ff_map.png
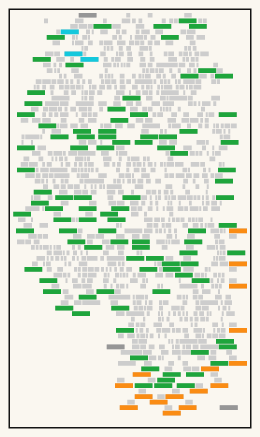
port_trees.png
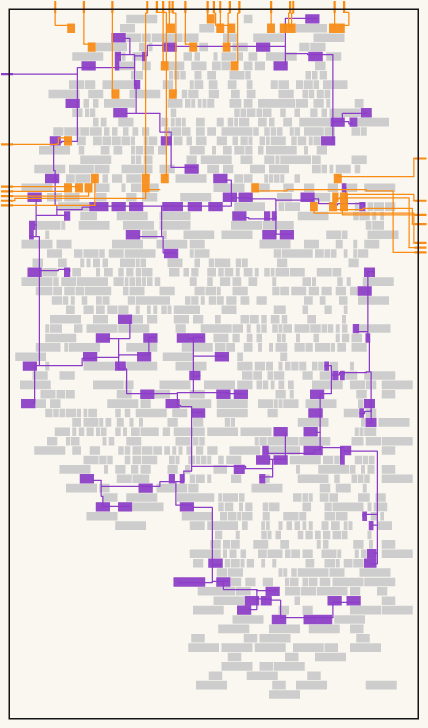
m3.png
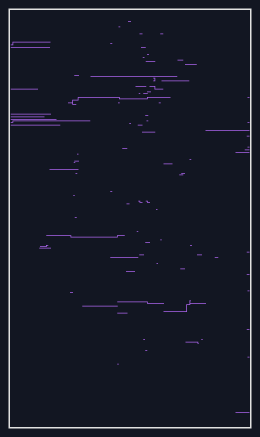
placed.png
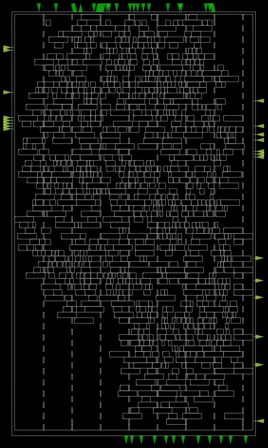
==> config.mk <==
export PLATFORM = sky130hd
export DESIGN_NAME = cic_interp_integrator_flat
export DESIGN_NICKNAME = d
export VERILOG_FILES = /design/src/rtl/cic_interp_integrator_if.sv /design/src/rtl/cic_interp_integrator.sv /design/src/flat_wrapper.sv
export SDC_FILE = /design/constraint.sdc
export NUM_CORES = 1
export LEC_CHECK = 0
export CORE_ASPECT_RATIO = 1.75
export CORE_UTILIZATION = 40
export DETAILED_ROUTE_END_ITERATION = 7
export DONT_BUFFER_PORTS = 1
export HOLD_SLACK_MARGIN = 0.06
export REMOVE_ABC_BUFFERS = 1
export SYNTH_ARGS = -nofsm -noshare
export SYNTH_HDL_FRONTEND = slang
export SYNTH_SLANG_ARGS = --single-unit
==> constraint.sdc <==
create_clock -name clk -period 5.2 [get_ports clk]
set_input_delay 1.56 -clock clk [delete_from_list [all_inputs] [get_ports clk]]
set_output_delay 1.56 -clock clk [all_outputs]
set_load 0.01 [all_outputs]
==> flow_metrics.py <==
# Generated from Yosys and OpenROAD reports
metrics = {
    "run_status": {
        "status": "complete, no violations",
    },
    "layout": {
        "area_growth_pct": 9.56,
        "largest_register_ffs": 96,
        "drive_gt1_share_pct": 14.2,
        "layout_top_cells": "dfrtp_1 (118), ha_1 (96), a21oi_1 (92)",
        "final_area_sq_um": 10300,
        "mostFrequentLayoutCell": "dfrtp_1",
        "nNetsFinal": 1129,
        "logic_area_sq_um": 6240,
    },
    "logic_synthesis": {
        "area_leaders": "dfrtp_1 (31%), ha_1 (13%), mux2_2 (10%), xnor2_1 (5.3%), a21oi_1 (4.9%)",
        "ys.flops": 118,
        "aoi_share_pct": 21.3,
        "topCombFamilyByArea": "AND-OR/OR-AND gates",
        "synth_area_leader_cell": "dfrtp_1",
        "async_flop_share_pct": 100,
        "avgSynthCellArea_sq_um": 9.40,
        "ys_chip_area_sq_um": 9440,
        "ys_seq_share_pct": 31.3,
        "synthesis.area_sq_um": 9440,
        "adder_share_pct": 13.4,
        "yosys_warnings": 0,
        "ys_cells": 1004,
        "synth_cell_type_count": 71,
        "synth_cells": 1004,
        "simple_gate_share_pct": 13.6,
        "synthXorXnorAreaFrac_pct": 7.14,
        "yosysTopAreaCellShare_pct": 31.3,
        "mux_share_pct": 10.7,
        "flop_cell": "dfrtp_1",
        "edf_count": 0,
    },
    "worst_setup_path": {
        "crit_fanout": 118,
        "cp_top_family": "simple AND/OR/NAND/NOR gates",
        "critical_path_buf_inv_count": 2,
        "reg2reg_depth": 16,
        "critPathMaxStageDelay_ns": 0.58,
        "rrSetupSlack_ns": 1.01,
        "path_cells": "inv_1 > nor3b_1 > and2_1 > buf_4 > and3_1 > ha_1 > nand3_1 > or4_1 > o32a_1 > o31ai_2 > nor2_1 > o41ai_2 > a31oi_1 > xnor2_1 > mux2_2",
        "path_depth": 15,
        "worst_path_max_delay_cell": "and2_1",
        "cp-end-kind": "flop",
        "cp-start-kind": "primary input",
        "timing_worst_setup_path_type": "in -> reg",
        "critPathArrivalTime_ns": 4.98,
        "required_ns": 5.51,
    },
    "routing": {
        "wl_per_cell_um": 17.4,
        "firstDrtPassIters": 4,
        "drc": 0,
        "via_per_inst": 5.70,
        "drtIter0Drc": 311,
        "ant_nets": 0,
    },
    "cts": {
        "cts_htree_levels": 4,
        "cts_tree": "done",
        "cts-root-buf": "clkbuf_16",
        "clockBufferDepth": 2,
        "post-cts-setup-buffer-count": 0,
        "clkLatencyLatePin_ns": 0.43,
        "hold_buffers": 0,
        "clock-sinks": 118,
        "ctsResizeCount": 0,
        "cts-buffers-inserted": 17,
        "path_clk_slew_ns": 0.06,
    },
    "placement": {
        "place_congestion": 0.906,
        "place_area_sq_um": 9750,
        "hpwl_um": 17300,
    },
    "min_path": {
        "hold_path_class": "reg -> reg",
        "min_path_cells": 1,
    },
    "timing": {
        "maxSlewHeadroom_pct": 51.5,
        "tns_ns": 0,
        "worstMarginPinSlew_ns": 0.727,
        "whs_ns": 0.469,
        "slew_violations": 0,
        "post-route-period-util_pct": 89.7,
        "clock_skew_ns": 0.00975,
        "setup_viol": 0,
        "rsz0062_at_grt": "no",
        "hold_viol_final": 0,
        "fmax_mhz": 214,
        "timing.final.crit_period_ns": 4.66,
    },
    "die": {
        "dieArea_sq_um": 24200,
        "die_h_um": 205,
        "core_util_floorplan_pct": 40.6,
        "die_x_um": 118,
    },
    "global_route": {
        "gr-total-overflow": 0,
        "grt_pass1_vias": 7552,
        "antenna_found_initial": 1,
        "grt_max_degree": 120,
        "grt_pass1_wl_um": 36900,
        "grt_use_total_pct": 19.5,
    },
    "run": {
        "maxCapViolCount": 0,
        "warnings": 32,
    },
    "power_and_ir_drop": {
        "power_density_nw_per_um2": 793,
        "peakVddDrop_mv": 0.398,
        "total_leakage_power_nw": 4.83,
    },
}
Back to the opening pictures, ff_map.png:
| colour | netlist name | flops |
|---|---|---|
| orange | `u_core.bus.out_data` | 16 |
| cyan | `u_core.phase` | 3 |
| green | `u_core.int_q` | 96 |
Flop area: 2950 sq um
sequential share of cell area: 28.6%
post-layout util: 44.5%
sequential power: 1.93 mW

Back to the opening pictures, port_trees.png:
| colour | port | bits | direction | edge | end cells | buffers | wire |
|---|---|---|---|---|---|---|---|
| purple | `ena` | 1 | input | west | 118 | 0 | 1090 um |
| orange | `bus_in_data` | 32 | input | 19 north, 7 east, 6 west | 32 | 0 | 684 um |
Port Buffers: 0
IO Count: 58

Back to the opening pictures, m3.png:
main direction: horizontal
longest straight run: 42.3 um
final wirelength: 22800 um
DR vias: 7474
grt met3 use: 3.27%

Back to the opening pictures, placed.png:
seq_cells: 118
Fillers: 2281
core area: 23200 sq um
Cell Rows: 74

-- final cells by class --
type / count / area share, %
Multi-Input combinational cell: 821 / 60.4
Sequential cell: 118 / 28.6
Clock buffer: 23 / 4.52
Tap cell: 304 / 3.68
Clock inverter: 8 / 1.20
Inverter: 26 / 0.944
Timing Repair Buffer: 10 / 0.726
Antenna cell: 1 / 0.0242
-- routing by layer --
metal | global-route usage, % | vias up | part of all wire [%]
met5 | 0 | - | 0
met3 | 3.27 | 61 | 2.5
met1 | 18.3 | 3601 | 36
li1 | - | 3704 | -
met4 | 12.0 | 0 | 5.0
met2 | 38.7 | 108 | 56
-- through the flow --
stage / util, % / power (mW) / std cells / setup slack, ns
2_1_floorplan: - / 5.92 / 965 / 0.109
3_3_place_gp: 41.9 / 6.97 / 1279 / 0.206
3_5_place_dp: 41.9 / 7.02 / 1279 / 0.104
4_1_cts: 44.5 / 8.28 / 1310 / 0.552
5_1_grt: 44.5 / 8.92 / 1310 / 0.324
6_report: 44.5 / 8.21 / 1311 / 0.536
-- report_power, final --
part	leakage (nW)	switching [mW]	internal, mW	total [mW]
Clock	0.283	0.438	0.774	1.21
Combinational	3.14	2.65	2.41	5.06
Sequential	1.40	0.531	1.40	1.93
-- cell usage after synthesis (7+ instances only) --
master	number
nand2b_1	9
inv_1	26
o21a_1	10
nor3_1	10
clkbuf_1	31
nor2_1	61
xnor2_1	57
buf_1	7
a21oi_1	92
nand3_1	23
a211oi_1	10
dfrtp_1	118
ha_1	96
a21o_1	50
o21ai_1	11
a31oi_1	15
mux2_2	84
nand2_1	67
xor2_1	20
o21ai_0	43
and3_1	41
o21bai_1	10
nor2b_1	13
Power figures rest on the tool's default switching activity, not on a simulated workload.
